**src/rtl/playseq_pkg.sv**
```systemverilog
// playseq_pkg: shared constants for the sequence-RAM arbiter.
// State codes, requester indices and default widths.
package playseq_pkg;

   localparam int ADDR_W_DEF = 4;
   localparam int DATA_W_DEF = 4;

   localparam int ESC   = 0;
   localparam int CMP   = 1;
   localparam int PREV  = 2;
   localparam int N_REQ = 3;

   typedef enum logic [2:0] {
      S_IDLE    = 3'd0,
      S_LE      = 3'd1,
      S_CAPTURA = 3'd2,
      S_ESCREVE = 3'd3,
      S_FIM     = 3'd4
   } state_t;

   typedef logic [N_REQ-1:0] grant_t;

endpackage

```
**src/rtl/playseq_arb_prio.sv**
```systemverilog
// playseq_arb_prio: one-hot grant select for the RAM arbiter.
// Write always wins; prefer_prev lets preview beat compare.
module playseq_arb_prio
   import playseq_pkg::*;
(
   input  logic   req_esc,
   input  logic   req_cmp,
   input  logic   req_prev,
   input  logic   prefer_prev,
   output grant_t grant
);

   logic take_cmp;

   // compare wins unless preview is both preferred and asking
   always_comb begin
      take_cmp    = req_cmp && !(prefer_prev && req_prev);
      grant       = '0;
      grant[ESC]  = req_esc;
      grant[CMP]  = !req_esc && take_cmp;
      grant[PREV] = !req_esc && req_prev && !take_cmp;
   end

endmodule

```
**src/rtl/playseq_ram_arbiter.sv**
```systemverilog
// playseq_ram_arbiter: shares one sync RAM between a writer and two readers.
// Define PLAYSEQ_ARB_RR_EN for round-robin compare/preview arbitration.
module playseq_ram_arbiter
   import playseq_pkg::*;
#(
   parameter int ADDR_W = ADDR_W_DEF,
   parameter int DATA_W = DATA_W_DEF
)
(
   input  logic              clock,
   input  logic              reset,
   input  logic              req_esc,
   input  logic              req_cmp,
   input  logic              req_prev,
   input  logic [ADDR_W-1:0] end_esc,
   input  logic [ADDR_W-1:0] end_cmp,
   input  logic [ADDR_W-1:0] end_prev,
   input  logic [DATA_W-1:0] dado_esc,
   output logic              done_esc,
   output logic              done_cmp,
   output logic              done_prev,
   output logic [DATA_W-1:0] rdado,
   output logic [ADDR_W-1:0] ram_endereco,
   output logic [DATA_W-1:0] ram_dado,
   output logic              ram_we,
   input  logic [DATA_W-1:0] ram_q,
   output logic              ocupado,
   output logic [2:0]        db_estado
);

   state_t            state;
   grant_t            grant;
   grant_t            grant_q;
   logic              prefer_prev;
   logic [ADDR_W-1:0] sel_addr;

`ifdef PLAYSEQ_ARB_RR_EN
   logic rr_ptr;
   assign prefer_prev = rr_ptr;
`else
   assign prefer_prev = 1'b0;
`endif

   playseq_arb_prio u_prio (
      .req_esc     (req_esc),
      .req_cmp     (req_cmp),
      .req_prev    (req_prev),
      .prefer_prev (prefer_prev),
      .grant       (grant)
   );

   // address of whichever requester is being granted
   always_comb begin
      sel_addr = end_prev;
      if (grant[ESC])
         sel_addr = end_esc;
      else if (grant[CMP])
         sel_addr = end_cmp;
   end

   assign ocupado   = (state != S_IDLE);
   assign db_estado = state;

   // arbiter FSM with registered strobes and datapath
   always_ff @(posedge clock) begin
      if (!reset) begin
         state        <= S_IDLE;
         grant_q      <= '0;
         done_esc     <= 1'b0;
         done_cmp     <= 1'b0;
         done_prev    <= 1'b0;
         ram_we       <= 1'b0;
         rdado        <= '0;
         ram_endereco <= '0;
         ram_dado     <= '0;
`ifdef PLAYSEQ_ARB_RR_EN
         rr_ptr       <= 1'b0;
`endif
      end else begin
         done_esc  <= 1'b0;
         done_cmp  <= 1'b0;
         done_prev <= 1'b0;
         ram_we    <= 1'b0;
         unique case (state)
            S_IDLE: begin
               if (|grant) begin
                  grant_q      <= grant;
                  ram_endereco <= sel_addr;
                  if (grant[ESC]) begin
                     ram_dado <= dado_esc;
                     ram_we   <= 1'b1;
                     state    <= S_ESCREVE;
                  end else begin
                     state    <= S_LE;
`ifdef PLAYSEQ_ARB_RR_EN
                     rr_ptr   <= grant[CMP];
`endif
                  end
               end
            end
            S_LE: begin
               state <= S_CAPTURA;
            end
            S_CAPTURA: begin
               rdado     <= ram_q;
               done_cmp  <= grant_q[CMP];
               done_prev <= grant_q[PREV];
               state     <= S_FIM;
            end
            S_ESCREVE: begin
               done_esc <= grant_q[ESC];
               state    <= S_FIM;
            end
            S_FIM: begin
               state <= S_IDLE;
            end
            default: begin
               state <= S_IDLE;
            end
         endcase
      end
   end

endmodule

```
**config.mk**
```make
export PLATFORM = sky130hd
export DESIGN_NAME = playseq_ram_arbiter
export DESIGN_NICKNAME = d
export VERILOG_FILES = /design/src/rtl/playseq_pkg.sv /design/src/rtl/playseq_arb_prio.sv /design/src/rtl/playseq_ram_arbiter.sv
export SDC_FILE = /design/constraint.sdc
export NUM_CORES = 1
export LEC_CHECK = 0
export CORE_ASPECT_RATIO = 0.9
export CORE_MARGIN = 3
export CORE_UTILIZATION = 30
export DETAILED_ROUTE_END_ITERATION = 10
export HOLD_SLACK_MARGIN = 0.05
export SETUP_SLACK_MARGIN = 0.4
export SYNTH_ARGS = -nofsm -noshare
export SYNTH_HDL_FRONTEND = slang
export SYNTH_HIERARCHICAL = 1
export SYNTH_SLANG_ARGS = --single-unit
```
**constraint.sdc**
```tcl
create_clock -name clock -period 3 [get_ports clock]
set_input_delay 0.3 -clock clock [delete_from_list [all_inputs] [get_ports clock]]
set_output_delay 0.3 -clock clock [all_outputs]
set_load 0.01 [all_outputs]
```
==> flow_summary.yaml, run 1 <==
# flow metrics
floorplanning:
  rows: 18
  io_pins: 45
  fp.dieW_um: 65.2
  fp_util_pct: 32.8
  chipArea_um2: 3860
  die_h_um: 59.2
  core_area_um2: 2880
synthesis:
  synthFlopType: "dfxtp_1"
  synth_area_um2: 945
  top_area_share_pct: 46.6
  async_flop_share_pct: 0
  ys_ff: 22
  yosys_warnings: 6
  avgSynthCellArea_um2: 10.4
  ys_seq_share_pct: 46.6
  top_cells_by_count: "dfxtp_1 (22), mux2i_1 (12), nand2_1 (11)"
  yosysChipArea_um2: 945
  synth.most_common_cell: "dfxtp_1"
  top_cells_by_area: "dfxtp_1 (47%), mux2i_1 (13%), nor2b_1 (5.3%), nand2_1 (4.4%), nor3b_4 (4.0%)"
  synthDistinctLibCells: 24
  ys_cells: 91
  synth.largest_area_cell: "dfxtp_1"
  synth-edff-count: 0
  syn_inst: 91
grt:
  grt-ovfl-total: 0
  grt_pass1_wl_mm: 3.68
  grt_start_max_net_pins: 22
  grt_pass1_vias: 832
  antenna_found_initial: 0
layout:
  drive_gt1_share_pct: 9.63
  finalNonFillerCells: 175
  diodes: 0
  fillers: 282
  area_delta_synth_final_pct: 55.5
  final_nets: 161
power_and_ir_drop:
  ir_drop_mv: 0.374
  p_leak_uw: 0.000552
  power_density_nw_per_um2: 483
worst_setup_path:
  cp.arrival_ns: 1.66
  cp-start-kind: "flip-flop"
  timing_worst_setup_path_type: "reg -> out"
  r2r-end: "ram_dado[3]"
  reg2regPathDepth: 3
  worstReg2RegStart: "db_estado[0]"
  reg2reg_slack_ns: 1.64
  end_kind: "output pin"
  required_ns: 2.70
  crit_fanout: 6
placed_design:
  port_buffers: 44
  place_congestion: 0.764
  place_hpwl_mm: 1.71
  placedCellCount: 171
sta:
  setup_viol: 0
  drv_slew: 0
  fmax_mhz: 510
  timing.final.hold_violations: 0
  worst_slew_pin_slew_ns: 0.611
  timing.slew.headroom_pct: 59.1
  rsz0062_at_grt: "no"
  skew_ns: 0.00849
  timing.hold.ws_ns: 0.472
  tns_ns: 0
  fin_crit_sh_pct: 65.3
  fin_crit_ns: 1.96
worst_hold_path:
  min-delay-path-class: "reg -> reg"
  hold_path_depth: 2
  whs_endpoint: "ram_endereco[3]"
  hold_start: "ram_endereco[3]"
cts:
  cts_tree: "built"
  cts_setup_buffers: 0
  cts_buffer_depth: 2
  cts_resized: 0
  cts_buffers: 3
  insertion_delay_ns: 0.30
  cts_root_buf: "clkbuf_4"
  clkSlewWorstSetupHoldPaths_ns: 0.11
  h-tree-depth: 1
  cts_sinks: 22
  cts_hold_buf: 0
route:
  route.detailed.drc: 0
  via_per_inst: 4.43
  firstDrtPassIters: 4
  wl_mm: 2.18
  wl_per_cell_um: 12.5
  drtAntennaViolNets: 0
  vias: 776
  first_iter_violations: 22
flow_run:
  tool_warnings: 26
  cap_violations: 0
run_status:
  run_status: "complete, no violations"
==> run 1: how the worst max path moves through the flow <==
stage | from | endpoint | slack, ns | depth (start not counted)
6_report | db_estado[0] | ocupado | 1.04 | 3
3_3_place_gp | req_esc | ram_endereco[1] | 0.81 | 5
5_1_grt | req_esc | ram_endereco[2] | 0.87 | 5
4_1_cts | db_estado[0] | ocupado | 1.01 | 3
2_1_floorplan | req_esc | ram_endereco[0] | 1.67 | 5
3_5_place_dp | req_esc | ram_endereco[2] | 0.71 | 5
==> run 1: per-layer routing <==
layer / up-vias / global-route usage [%] / routed length, um
li1: 399 / - / -
met1: 351 / 13.6 / 943
met2: 26 / 23.3 / 1090
met3: 0 / 4.74 / 146
met4: 0 / 0 / 0
met5: - / 0 / 0
==> run 1: report_power, final <==
group | switching, uW | leakage [uW] | internal [uW]
sequential | 18.4 | 0.000180 | 313
combinational | 62.6 | 0.000344 | 95.0
clock | 85.7 | 0.0000279 | 135
total | 167 | 0.000552 | 543
==> run 1: flip-flops by register name, indices dropped and copies added (netlist names), 3 cells and up <==
register      flops
db_estado         3
ram_dado          4
ram_endereco      4
rdado             4
grant_q           3
==> run 1: cell type report <==
| class | instances | area, um2 | share of cell area [%] |
|---|---|---|---|
| multi-input combinational | 62 | 474 | 32.3 |
| sequential | 22 | 440 | 30.0 |
| timing repair buffer | 44 | 440 | 30.0 |
| tap | 40 | 50.0 | 3.41 |
| clock inverter | 1 | 30.0 | 2.04 |
| clock buffer | 3 | 22.5 | 1.53 |
| inverter | 3 | 11.3 | 0.767 |
==> run 1: kinds of logic (layout without fill, tap and decap cells) <==
| logic type | count (synthesis) | count (layout) | share of synthesized area, % |
|---|---|---|---|
| compound gates | 16 | 16 | 12.2 |
| simple gates | 32 | 32 | 24.5 |
| flops | 22 | 22 | 46.6 |
| mux | 12 | 12 | 12.7 |
| other cells | 1 | 2 | 0.397 |
| buf+inv | 8 | 51 | 3.58 |
==> run 1: per-stage QoR <==
step                total power (uW)  setup slack, ns  util (%)  area (um2)
detailed placement               498            0.711      49.1        1420
floorplan                        413             1.67         -         948
CTS                              722             1.01      51.0        1470
global placement                 495            0.814      49.1        1420
finish                           710             1.04      51.0        1470
global route                     750            0.870      51.0        1470
==> run 1: cell usage in the layout (no fill, tap or decap), drive strengths merged <==
cell / n
dfxtp: 22
clkbuf: 3
inv: 3
a21boi: 3
and2: 1
o21ai: 7
and3: 3
mux2i: 12
clkdlybuf4s50: 44
bufinv: 1
and3b: 1
o2bb2ai: 4
nor3b: 2
nand2: 11
o211a: 1
conb: 2
nor4b: 2
a211oi: 1
nor2b: 8
nor3: 2
nor2: 2
==> run 1: worst max-delay path, stage by stage (launching register included) <==
cell	delay (ns)
dfxtp_1	0.57
nor3_4	0.10
inv_2	0.13
clkdlybuf4s50_1	0.55
run_1/flops_by_reg.png
Bar = 20 um.
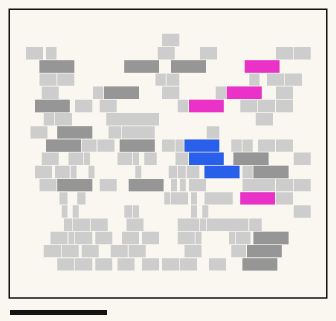
rdado -> magenta  # sequential cells 4
grant_q -> blue  # sequential cells 3
Register Area: 440 um2
sequential power: 331 uW

run_1/congestion.png
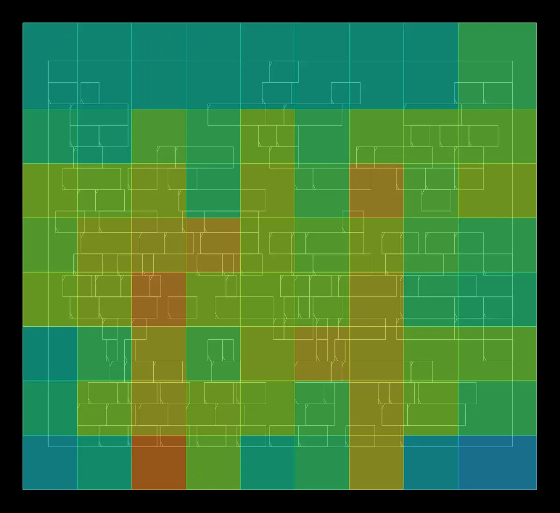
met3 Resource Use GR: 4.74%
utilization after layout: 51.0%
Total Routing Usage GR: 12.1%

run_1/logic_types.png
Bar = 20 um.
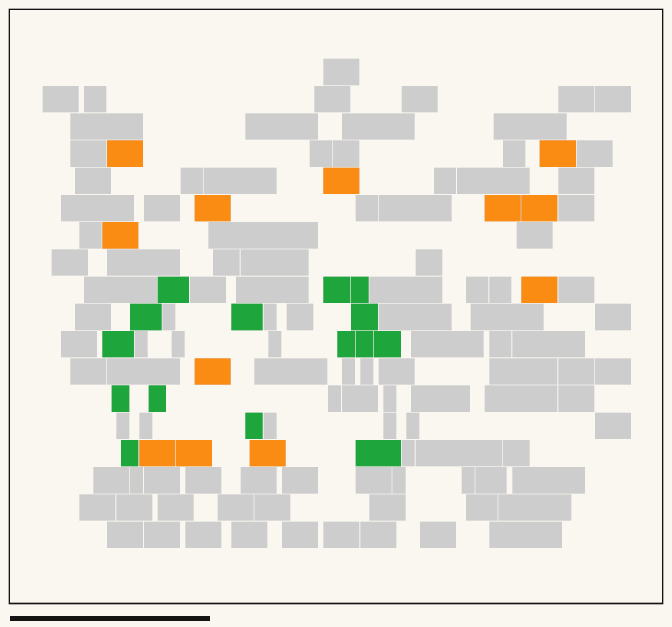
inverting AOI/OAI gates -> green  # cells 15
multiplexers -> orange  # cells 12

run_1/sizes.png
Bar = 20 um.
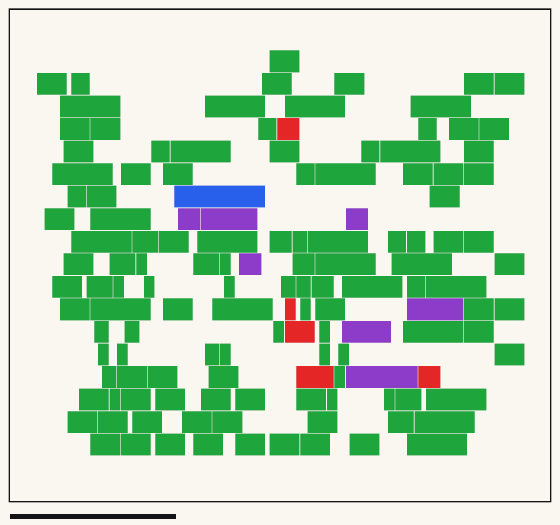
_2 cells -> red  # cells 5
_6 and larger -> blue  # cells 1, most used bufinv_16
_3 and _4 cells -> purple  # cells 7, most used clkbuf_4
_0 and _1 cells -> green  # cells 122, most used clkdlybuf4s50_1

run_1/placement_by_type.png
Bar = 20 um.
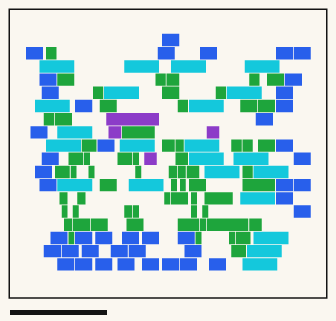

==> run 2, diff against run 1 <==
==> constraint.sdc (replaced) <==
create_clock -name clock -period 1.6 [get_ports clock]
set_input_delay 0.16 -clock clock [delete_from_list [all_inputs] [get_ports clock]]
set_output_delay 0.16 -clock clock [all_outputs]
set_load 0.01 [all_outputs]
run_2/placement_by_type.png
Bar = 20 um.
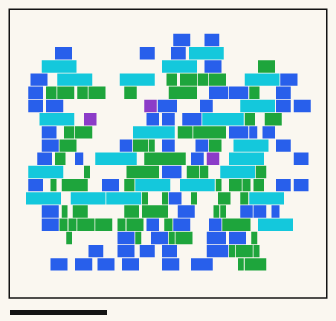
other buffers and delay cells -> blue  # cells 64, share of their area 37%
clock drivers -> purple  # cells 3, share of their area 1.4%
combinational and other logic -> green  # cells 65, share of their area 32%
flops -> cyan  # cells 22, share of their area 29%
utilization after layout: 56.1%
design area: 1620 um2
flop share of the area: 27.9%
FP Rows: 18
core footprint: 2880 um2

run_2/flops_by_reg.png
Bar = 20 um.
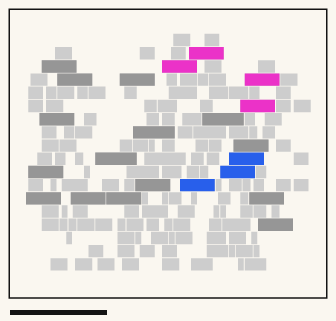
grant_q -> blue  # sequential cells 3
rdado -> magenta  # sequential cells 4
not coloured = 15

==> run 2 against run 1 <==
Net effect:
- synthesized area is the same
- utilization grew 5.1 points
- synthesized cell count is the same
- hold slack got worse by 0.13 ns
- sequential power up 85%
- via count grew 9.1%
- register-to-register slack lost 1.4 ns
- clock-buffer cell count stayed put
==> flow_summary.yaml, run 2 <==
# flow metrics
worst_setup_path:
  required_ns: 1.85
  path_buffers: 3
  cp_cell_sequence: "nor3_4 -> inv_2 -> buf_6 -> nor3b_4 -> buf_4"
  critPathMaxStageDelay_ns: 0.38
  cp-start-kind: "flip-flop"
  crit_fanout: 5
  cpLargestDelayFamily: "simple AND/OR/NAND/NOR gates"
  cpMaxStageDelayCell: "dfxtp_4"
cts:
  cts_tree: "built"
  cts_buffers: 3
  cts_buffer_depth: 2
  cts_root_buf: "clkbuf_4"
  h-tree-depth: 1
  cts_sinks: 22
synthesis:
  ys_ff: 22
  yosysChipArea_um2: 945
  top_area_share_pct: 46.6
  syn_inst: 91
  top_cells_by_count: "dfxtp_1 (22), mux2i_1 (12), nand2_1 (11)"
  top_cells_by_area: "dfxtp_1 (47%), mux2i_1 (13%), nor2b_1 (5.3%), nand2_1 (4.4%), nor3b_4 (4.0%)"
  ys_seq_share_pct: 46.6
  ys_cells: 91
  synthFlopType: "dfxtp_1"
  synth_area_um2: 945
  synthDistinctLibCells: 24
  avgSynthCellArea_um2: 10.4
  synth.largest_area_cell: "dfxtp_1"
floorplanning:
  chipArea_um2: 3860
  die_h_um: 59.2
  io_pins: 45
  fp_util_pct: 32.8
power_and_ir_drop:
  intPower_uw: 892
  p_clk_share_pct: 19.7
  p_sw_uw: 325
  p_leak_uw: 0.000746
  combPwrFrac_pct: 30.1
  power_density_nw_per_um2: 753
  power.total_uw: 1220
  p_sw_share_pct: 26.7
  ir_drop_mv: 0.489
route:
  route.detailed.drc: 0
  drtAntennaViolNets: 0
  firstDrtPassIters: 4
  vias: 847
grt:
  grt_start_max_net_pins: 12
layout:
  layout_top_cell: "clkdlybuf4s50_1"
  diodes: 0
  final_nets: 181
  drive_gt1_share_pct: 27.3
  reg_top3: "ram_dado: 4 flops, ram_endereco: 4 flops, rdado: 4 flops"
sta:
  rsz0062_at_grt: "yes"
  fmax_mhz: 763
  setup_viol: 0
  timing.final.hold_violations: 0
  skew_ns: 0.00105
  fin_crit_ns: 1.31
run_status:
  run_status: "complete, no violations"
flow_run:
  tool_warnings: 28
  cap_violations: 0
placed_design:
  place_hpwl_mm: 1.66
  placedCellCount: 178
run_2/congestion.png
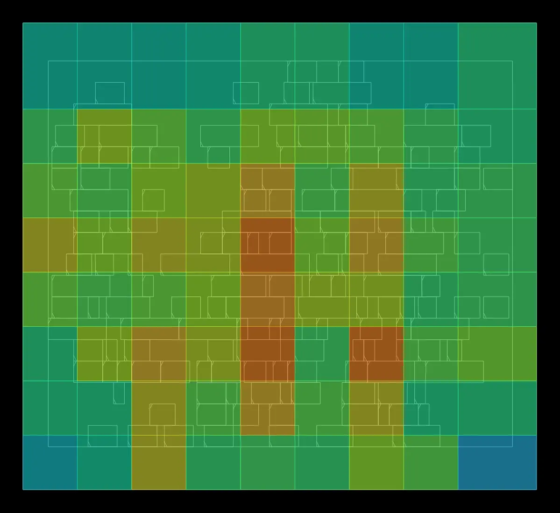
Total Routing Usage GR: 12.6%
met3 Resource Use GR: 4.55%

run 2: cell counts after synthesis:
Identical to the previous run, type by type.
run 2: final cells by class:
type,instances,area [um2]
clock buffer,3,22.5
multi-input combinational,62,495
inverter,3,11.3
tap,40,50.0
timing repair buffer,64,586
fill,287,1270
sequential,22,452
run 2: power by group through the flow:
stage	sequential (uW)	clock, uW	combinational (uW)
after floorplan	645	0	129
after global placement	629	0	313
after detailed placement	630	0	316
after CTS	610	260	340
after global routing	618	278	399
final	611	239	367
run 2: worst paths after layout:
check	cells after the start	slack, ns	end	startpoint
worst max-delay path	5	0.29	db_estado[0]	db_estado[0]
worst min-delay path	4	0.34	grant_q[0]	req_esc
worst max register to register	5	0.29	db_estado[0]	db_estado[0]
worst min register to register	2	0.48	ram_endereco[0]	ram_endereco[0]
run 2: metrics by stage:
step	TNS, ns	worst slack, ns
after floorplan	0	0.412
after global placement	-0.0104	-0.0104
after detailed placement	-0.126	-0.0369
after CTS	0	0.197
after global routing	0	0.211
final	0	0.289
run 2: kinds of logic after synthesis:
| logic type | share of synthesized area (%) |
|---|---|
| buf+inv | 3.58 |
| other cells | 0.397 |
| mux | 12.7 |
| compound gates | 12.2 |
| flops | 46.6 |
| simple gates | 24.5 |
run 2: metal layers:
layer	track usage [%]	vias up	routed length (um)
met2	21.1	27	1070
met3	4.55	0	155
met4	1.78	0	0
met5	0	-	0
met1	16.1	378	1010
li1	-	442	-
run 2: tightest hold or removal path: stages:
cell and delay (ns):
dlymetal6s2s_1 0.15, buf_4 0.17, nand2_1 0.05, a21boi_0 0.06
run 2: what timing repair did:
item,CTS,global route
buffers inserted,9,4
pin swaps,9,7
endpoints found under the setup margin,37,18
resized,31,17
run_2/sizes.png
Bar = 20 um.
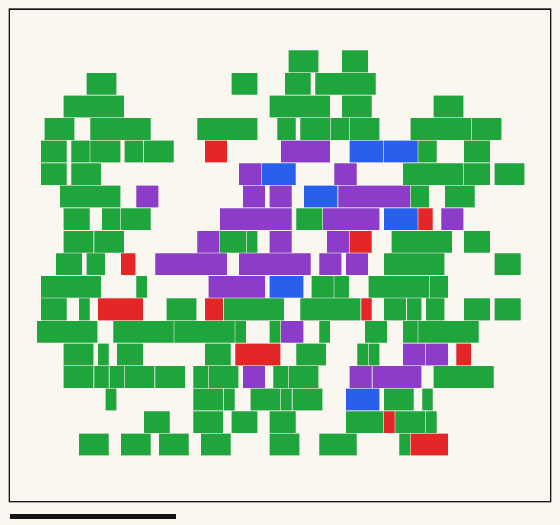

==> run 3, diff against run 2 <==
==> constraint.sdc (replaced) <==
create_clock -name clock -period 1.2 [get_ports clock]
set_input_delay 0.12 -clock clock [delete_from_list [all_inputs] [get_ports clock]]
set_output_delay 0.12 -clock clock [all_outputs]
set_load 0.01 [all_outputs]
run_3/sizes.png
Bar = 20 um.
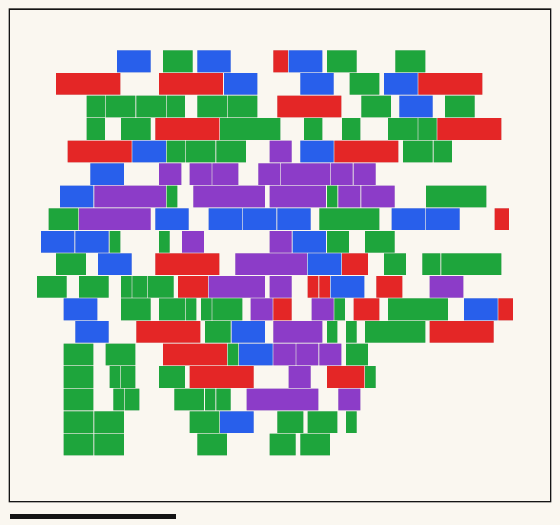
area delta synth->final: 86.4%
Non-CTS buffers: 70
design area: 1760 um2
final setup margin: -0.0984 ns

run_3/flops_by_reg.png
Bar = 20 um.
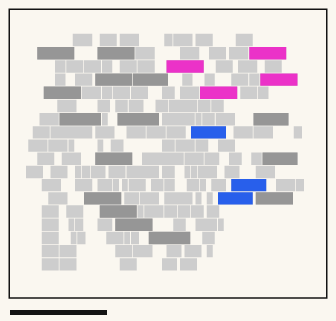
flop share of the area: 26.6%
Register Area: 468 um2
sequential power: 834 uW
utilization after layout: 61.1%

run_3/placement_by_type.png
Bar = 20 um.
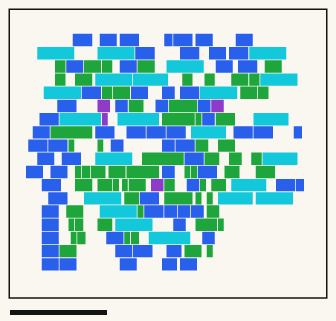
combinational and other logic -> green  # cells 65, share of their area 31%
clock drivers and dummy loads -> purple  # cells 4, share of their area 1.5%
flops -> cyan  # cells 22, share of their area 27%
other buffers and delay cells -> blue  # cells 70, share of their area 40%

==> run 3 against run 2 <==
Net effect:
- the flow now finishes with violations (setup timing)
- synthesized cell count unchanged
- maximum frequency increased by 0.99%
- highest routed layer is now met4
- critical path type unchanged
- setup slack got worse by 0.39 ns
- largest cell class unchanged
==> flow_summary.yaml, run 3 <==
# flow metrics
floorplanning:
  io_pins: 45
  chipArea_um2: 3860
  core_area_um2: 2880
worst_hold_path:
  whs_endpoint: "grant_q[0]"
  hold_start: "req_esc"
  hold_path_depth: 4
sta:
  timing.final.hold_violations: 0
  setup_viol: 14
  skew_ns: 0.00134
  fin_crit_ns: 1.30
  rsz0062_at_grt: "yes"
  fmax_mhz: 770
  worst_slack_ns: -0.0984
cts:
  h-tree-depth: 1
  cts_buffers: 3
  cts_buffer_depth: 2
  cts_root_buf: "clkbuf_4"
  cts_sinks: 22
layout:
  final_nets: 187
  fillers: 276
  reg_top3: "ram_dado: 4 flops, ram_endereco: 4 flops, rdado: 4 flops"
  layout_top_cell: "buf_6"
grt:
  grt_start_max_net_pins: 13
  grt_usage_pct: 13.7
power_and_ir_drop:
  ir_drop_mv: 0.775
  power_density_nw_per_um2: 1000
  combPwrFrac_pct: 33.1
  p_sw_share_pct: 27.0
  p_sw_uw: 476
  intPower_uw: 1290
  p_leak_uw: 0.000750
  power.total_uw: 1760
  p_clk_share_pct: 19.6
synthesis:
  ys_cells: 91
  top_area_share_pct: 46.6
  yosysChipArea_um2: 945
  synthFlopType: "dfxtp_1"
  synth.largest_area_cell: "dfxtp_1"
  synth_area_um2: 945
  ys_ff: 22
  synthDistinctLibCells: 24
  syn_inst: 91
  ys_seq_share_pct: 46.6
  top_cells_by_count: "dfxtp_1 (22), mux2i_1 (12), nand2_1 (11)"
  top_cells_by_area: "dfxtp_1 (47%), mux2i_1 (13%), nor2b_1 (5.3%), nand2_1 (4.4%), nor3b_4 (4.0%)"
run_status:
  failed_checks: "setup timing"
  run_status: "finished, violations left"
flow_run:
  tool_warnings: 29
worst_setup_path:
  crit_fanout: 5
  cpMaxStageDelayCell: "dfxtp_4"
  reg2regPathDepth: 5
  cp-start-kind: "flip-flop"
  cpLargestDelayFamily: "flip-flops"
  reg2reg_slack_ns: -0.1
  path_buffers: 2
  worstReg2RegStart: "db_estado[2]"
  cp_cell_sequence: "buf_6 -> nor4b_4 -> buf_4 -> mux2i_1 -> nor2b_1"
placed_design:
  placedCellCount: 186
  place_hpwl_mm: 1.90
  place_ws_ns: -0.395
route:
  route.detailed.drc: 0
-- run 3: cell counts after synthesis --
No cell type changed its count.
-- run 3: layout make-up --
type	instances	area [um2]	area share, %
multi-input combinational	62	520	29.6
tap	40	50.0	2.84
clock buffer	4	26.3	1.49
inverter	3	11.3	0.640
sequential	22	468	26.6
timing repair buffer	70	684	38.9
-- run 3: metrics by stage --
stage               setup TNS (ns)  instance area (um2)
floorplan                        0                  967
global placement             -3.85                 1550
detailed placement           -4.46                 1550
CTS                         -0.720                 1690
global route                 -1.80                 1760
finish                      -0.711                 1760
-- run 3: power by group through the flow --
stage	clock, uW	combinational, uW	sequential (uW)
floorplan	0	179	860
global route	400	628	842
CTS	362	547	833
finish	345	583	834
detailed placement	0	471	844
global placement	0	460	843
-- run 3: repair_timing --
item / 4_1_cts / 5_1_grt
pin swaps: 15 / 9
endpoints found under the setup margin: 42 / 42
setup buffers: 7 / 4
gates resized: 127 / 13
-- run 3: logic make-up after synthesis --
family                 count (synthesis)  share of synthesized area, %
AND/OR/NAND/NOR                       32                          24.5
buffers and inverters                  8                          3.58
multiplexers                          12                          12.7
flip-flops                            22                          46.6
AND-OR/OR-AND                         16                          12.2
other                                  1                         0.397
-- run 3: layer usage --
layer | part of all wire (%) | GRT usage [%] | wire length, um | vias to the layer above
li1 | - | - | - | 457
met1 | 41 | 15.8 | 972 | 423
met2 | 51 | 24.1 | 1240 | 26
met3 | 5.8 | 3.98 | 140 | 4
met4 | 2.1 | 5.33 | 51 | 0
met5 | 0 | 0 | 0 | -
-- run 3: worst max-delay path by stage --
stage | startpoint | endpoint | slack (ns) | depth (start not counted)
after floorplan | db_estado[2] | ram_dado[0] | 0.03 | 3
after global placement | req_esc | grant_q[0] | -0.33 | 7
after detailed placement | req_esc | grant_q[2] | -0.39 | 7
after CTS | db_estado[0] | ram_dado[0] | -0.10 | 5
after global routing | db_estado[2] | ram_dado[3] | -0.17 | 5
final | db_estado[2] | ram_dado[0] | -0.1 | 5
-- run 3: worst min-delay path, cell delays in order --
cell           delay [ns]
dlygate4sd2_1        0.27
buf_4                0.15
nand2_1              0.05
a21boi_1             0.05
Power figures rest on the tool's default switching activity, not on a simulated workload.
